## src/rtl/result_trace_buffer.sv

```systemverilog
// result_trace_buffer
//
// Watches the processor's 32-bit result bus and logs every new value, tagged with a
// free-running cycle stamp, into a small circular FIFO. A consumer drains the FIFO
// through a valid/ready handshake. Entries that arrive while the FIFO is full and no
// pop is happening are dropped and recorded in a sticky flag and a saturating counter.
//
// Ports:
//   clk         - single clock, rising edge
//   reset       - synchronous active-high reset, clears all state
//   out_value   - result bus, sampled every cycle
//   capture_en  - enables logging; when low the change tracker is frozen
//   clear       - synchronous flush of FIFO, tracker and drop status (stamp keeps counting)
//   rd_valid    - head entry available
//   rd_ready    - consumer accepts head entry
//   rd_value    - head entry value
//   rd_stamp    - head entry timestamp
//   count       - FIFO occupancy, 0..DEPTH
//   overflow    - sticky, set once any entry was dropped
//   drop_count  - number of dropped entries, saturating
//   stamp_now   - free-running cycle counter

module result_trace_buffer #(
  parameter int unsigned DEPTH   = 16,
  parameter int unsigned STAMP_W = 16,
  parameter int unsigned DROP_W  = 8
) (
  input  logic                   clk,
  input  logic                   reset,
  input  logic [31:0]            out_value,
  input  logic                   capture_en,
  input  logic                   clear,
  output logic                   rd_valid,
  input  logic                   rd_ready,
  output logic [31:0]            rd_value,
  output logic [STAMP_W-1:0]     rd_stamp,
  output logic [$clog2(DEPTH):0] count,
  output logic                   overflow,
  output logic [DROP_W-1:0]      drop_count,
  output logic [STAMP_W-1:0]     stamp_now
);

  localparam int unsigned AW = $clog2(DEPTH);
  localparam int unsigned CW = AW + 1;

  // Pointers carry one extra wrap bit so equal pointers always mean empty.
  typedef logic [AW:0] ptr_t;

  logic [STAMP_W-1:0] stamp_q, stamp_d;
  logic [31:0]        prev_value_q, prev_value_d;
  logic               prev_valid_q, prev_valid_d;
  ptr_t               wr_ptr_q, wr_ptr_d;
  ptr_t               rd_ptr_q, rd_ptr_d;
  logic [CW-1:0]      count_q, count_d;
  logic               rd_valid_q, rd_valid_d;
  logic               overflow_q, overflow_d;
  logic [DROP_W-1:0]  drop_q, drop_d;
  logic [31:0]        mem_value_q [DEPTH];
  logic [31:0]        mem_value_d [DEPTH];
  logic [STAMP_W-1:0] mem_stamp_q [DEPTH];
  logic [STAMP_W-1:0] mem_stamp_d [DEPTH];

  logic changed;
  logic log_en;
  logic full;
  logic pop;
  logic push;
  logic drop;

  // Event decode
  always_comb begin
    changed = !prev_valid_q || (out_value != prev_value_q);
    log_en  = capture_en && !clear && changed;
    full    = (count_q == CW'(DEPTH));
    pop     = rd_valid_q && rd_ready;
    // A pop in the same cycle frees the slot, so a full FIFO can still accept.
    push    = log_en && (!full || pop);
    drop    = log_en && full && !pop;
  end

  // Next-state logic
  always_comb begin
    stamp_d      = stamp_q + STAMP_W'(1);

    prev_value_d = prev_value_q;
    prev_valid_d = prev_valid_q;
    if (capture_en) begin
      prev_value_d = out_value;
      prev_valid_d = 1'b1;
    end
    // Clearing forces the next enabled sample to be logged.
    if (clear) begin
      prev_valid_d = 1'b0;
    end

    mem_value_d = mem_value_q;
    mem_stamp_d = mem_stamp_q;
    wr_ptr_d    = wr_ptr_q;
    rd_ptr_d    = rd_ptr_q;
    if (push) begin
      mem_value_d[wr_ptr_q[AW-1:0]] = out_value;
      mem_stamp_d[wr_ptr_q[AW-1:0]] = stamp_q;
      wr_ptr_d                      = wr_ptr_q + ptr_t'(1);
    end
    if (pop) begin
      rd_ptr_d = rd_ptr_q + ptr_t'(1);
    end

    count_d    = count_q + CW'(push) - CW'(pop);
    overflow_d = overflow_q | drop;
    drop_d     = drop_q;
    if (drop && (drop_q != '1)) begin
      drop_d = drop_q + DROP_W'(1);
    end

    if (clear) begin
      wr_ptr_d   = '0;
      rd_ptr_d   = '0;
      count_d    = '0;
      overflow_d = 1'b0;
      drop_d     = '0;
    end

    rd_valid_d = (wr_ptr_d != rd_ptr_d);
  end

  always_ff @(posedge clk) begin
    if (reset) begin
      stamp_q      <= '0;
      prev_value_q <= '0;
      prev_valid_q <= 1'b0;
      wr_ptr_q     <= '0;
      rd_ptr_q     <= '0;
      count_q      <= '0;
      rd_valid_q   <= 1'b0;
      overflow_q   <= 1'b0;
      drop_q       <= '0;
      for (int unsigned i = 0; i < DEPTH; i++) begin
        mem_value_q[i] <= '0;
        mem_stamp_q[i] <= '0;
      end
    end else begin
      stamp_q      <= stamp_d;
      prev_value_q <= prev_value_d;
      prev_valid_q <= prev_valid_d;
      wr_ptr_q     <= wr_ptr_d;
      rd_ptr_q     <= rd_ptr_d;
      count_q      <= count_d;
      rd_valid_q   <= rd_valid_d;
      overflow_q   <= overflow_d;
      drop_q       <= drop_d;
      mem_value_q  <= mem_value_d;
      mem_stamp_q  <= mem_stamp_d;
    end
  end

  assign rd_valid   = rd_valid_q;
  assign rd_value   = mem_value_q[rd_ptr_q[AW-1:0]];
  assign rd_stamp   = mem_stamp_q[rd_ptr_q[AW-1:0]];
  assign count      = count_q;
  assign overflow   = overflow_q;
  assign drop_count = drop_q;
  assign stamp_now  = stamp_q;

endmodule

```

## config.mk

```make
export PLATFORM = sky130hd
export DESIGN_NAME = result_trace_buffer
export DESIGN_NICKNAME = d
export VERILOG_FILES = /design/src/rtl/result_trace_buffer.sv
export SDC_FILE = /design/constraint.sdc
export NUM_CORES = 2
export LEC_CHECK = 0
export CAP_MARGIN = 5
export CORE_MARGIN = 2
export CORE_UTILIZATION = 55
export DETAILED_ROUTE_END_ITERATION = 6
export PLACE_DENSITY = 0.7
export REMOVE_ABC_BUFFERS = 1
export SYNTH_ARGS = -nofsm -noshare
export SYNTH_HDL_FRONTEND = slang
export SYNTH_SLANG_ARGS = --single-unit
export TNS_END_PERCENT = 1
```

## constraint.sdc

```tcl
create_clock -name clk -period 4.2 [get_ports clk]
set_input_delay 0.84 -clock clk [delete_from_list [all_inputs] [get_ports clk]]
set_output_delay 0.84 -clock clk [all_outputs]
set_load 0.01 [all_outputs]
```

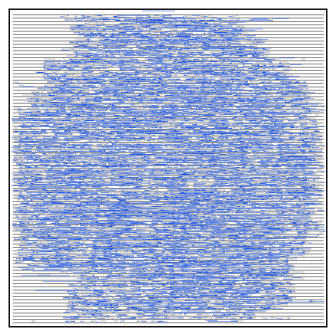
Fig. 1. M1 wires.
Supply wires on this layer in grey.
The longest straight run is 95.7 microns. 3778 nets have wire on it. The layer carries 43.8 mm of wire. The layer holds 41% of the routed length.
total wire length after detailed routing: 108000 microns
number of vias after detailed routing: 28.9k

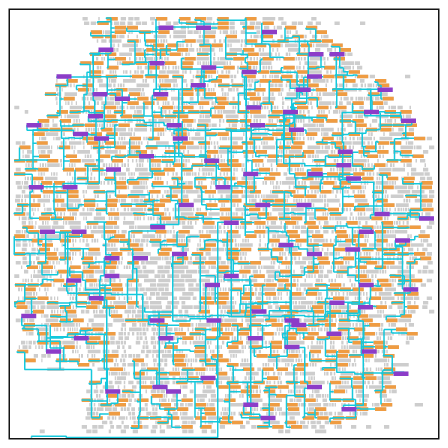
Fig. 2. Clock wires, drivers and flops.
Key: purple = cells driving clock nets [count 88]; orange = flip-flops [count 842]; cyan = clock wires [length 9890 microns]
There are 89 routed clock nets.
clock network fraction of total power: 0.489
Clock Latency Late Sink: 0.66 ns
Clk power: 8.39 mW

==> run summary <==
Results of an implementation run.

The clock transition time at the flip-flop clock pins of the worst setup and hold paths is ~0.060 ns. The share of async-settable or async-resettable flops after synthesis is 0. Of the total synthesized cell area, the portion taken by AND-OR and OR-AND cells is 0.0843.

The post-synthesis instance area is between 30000 and 40000 sq um. The largest buffer count on any clock path is 3. Looking at area per cell type in the netlist, the leader is dfxtp_1.

The type of origin of the critical path is a flop. Setup repair after global routing left no endpoint under its margin. The flow ran to the end, and the final reports show no timing, DRC or antenna violations. The area growth from synthesis to final layout is 13.9%. The final timing report lists clock skew as 0.0261 ns.

The pin closest to its max-slew limit shows a slew of between 0.9 and 1 ns. Per the OpenROAD floorplan log, the width of the die is approximately 260 microns. The multiplexer area fraction after synthesis is 0.208. Counting flops with a built-in enable in the synthesized netlist gives 0. The final max-slew violation count recorded for this run is 0. For met1 alone, demand over resource in global routing was 0.411.

The delay of the slowest cell on the worst path is between 0.6 and 0.7 ns. According to the timing report, the critical path is launched from rd_ptr_q[1]. The path type of the worst min-delay path is flop to flop. The required time of the worst setup path is 3.36 ns. The most used flip-flop cell after synthesis is dfxtp_1. In this run the tightest slew margin relative to its limit is 0.354.

The ratio of routed vias to standard cells is ~6. By count the netlist is led by nand2_1 (1173), dfxtp_1 (842), a21oi_1 (589). The total power density per cell area is about 410 nW/um^2. The busiest layer in global routing is met2. The post-layout net count is between 3k and 4k.

The cell that appears most often on the critical path is mux4_2. The synthesized instance count is 3947. The arrival time of data at the worst endpoint is listed as around 3.3 ns. The global route total overflow is 0. The final-report hold violation count is 0.
routing by layer:
layer  routed length (microns)  share of wire  vias up
li1                          -              -    13200
met4                      3950          0.037        0
met2                     51500           0.48     1265
met5                         0              0        -
met3                      8620          0.080      257
met1                     43800           0.41    14200
critical path: cells and delay by family (launching register included):
| kind | cells | cell delay, ns |
|---|---|---|
| buffers and inverters | 2 | 0.99 |
| multiplexers | 2 | 0.90 |
| flip-flops | 1 | 0.69 |
worst paths after layout:
| path | endpoint | slack [ns] |
|---|---|---|
| hold / removal | mem_value_q[311] | 0.45 |
| setup reg to reg | count[4] | 1.00 |
| hold reg to reg | mem_value_q[311] | 0.45 |
| setup / recovery | rd_value[12] | 0.11 |
layout make-up:
type	instances	area share
clock buffer	127	0.0614
inverter	12	0.00108
timing repair buffer	260	0.0681
sequential	842	0.403
clock inverter	34	0.0133
multi-input combinational	2693	0.427
tap	864	0.0258
flip-flops by register name, indices dropped and copies added, names as in the netlist:
register      cells
count             5
drop_count        8
mem_stamp_q     256
mem_value_q     512
overflow          1
prev_valid_q      1
prev_value_q     32
rd_ptr_q          5
rd_valid          1
stamp_now        16
wr_ptr_q          5
through the flow:
step                utilization  total power, mW  cell area, sq um  cells  worst slack [ns]
floorplan                     -             8.48             34600   3547             -5.77
finish                    0.634             17.1             41800   4832             0.105
CTS                       0.633             17.2             41800   4827            0.0264
global route              0.634             17.6             41800   4832            0.0618
global placement          0.586             8.92             38600   4666           -0.0180
detailed placement        0.586             8.93             38600   4666            0.0310
power by group:
group / internal [mW] / total [mW] / switching (mW)
combinational: 0.260 / 0.691 / 0.432
sequential: 8.03 / 8.07 / 0.0392
clock: 5.07 / 8.39 / 3.32
total: 13.4 / 17.1 / 3.79
Power figures rest on the tool's default switching activity, not on a simulated workload.
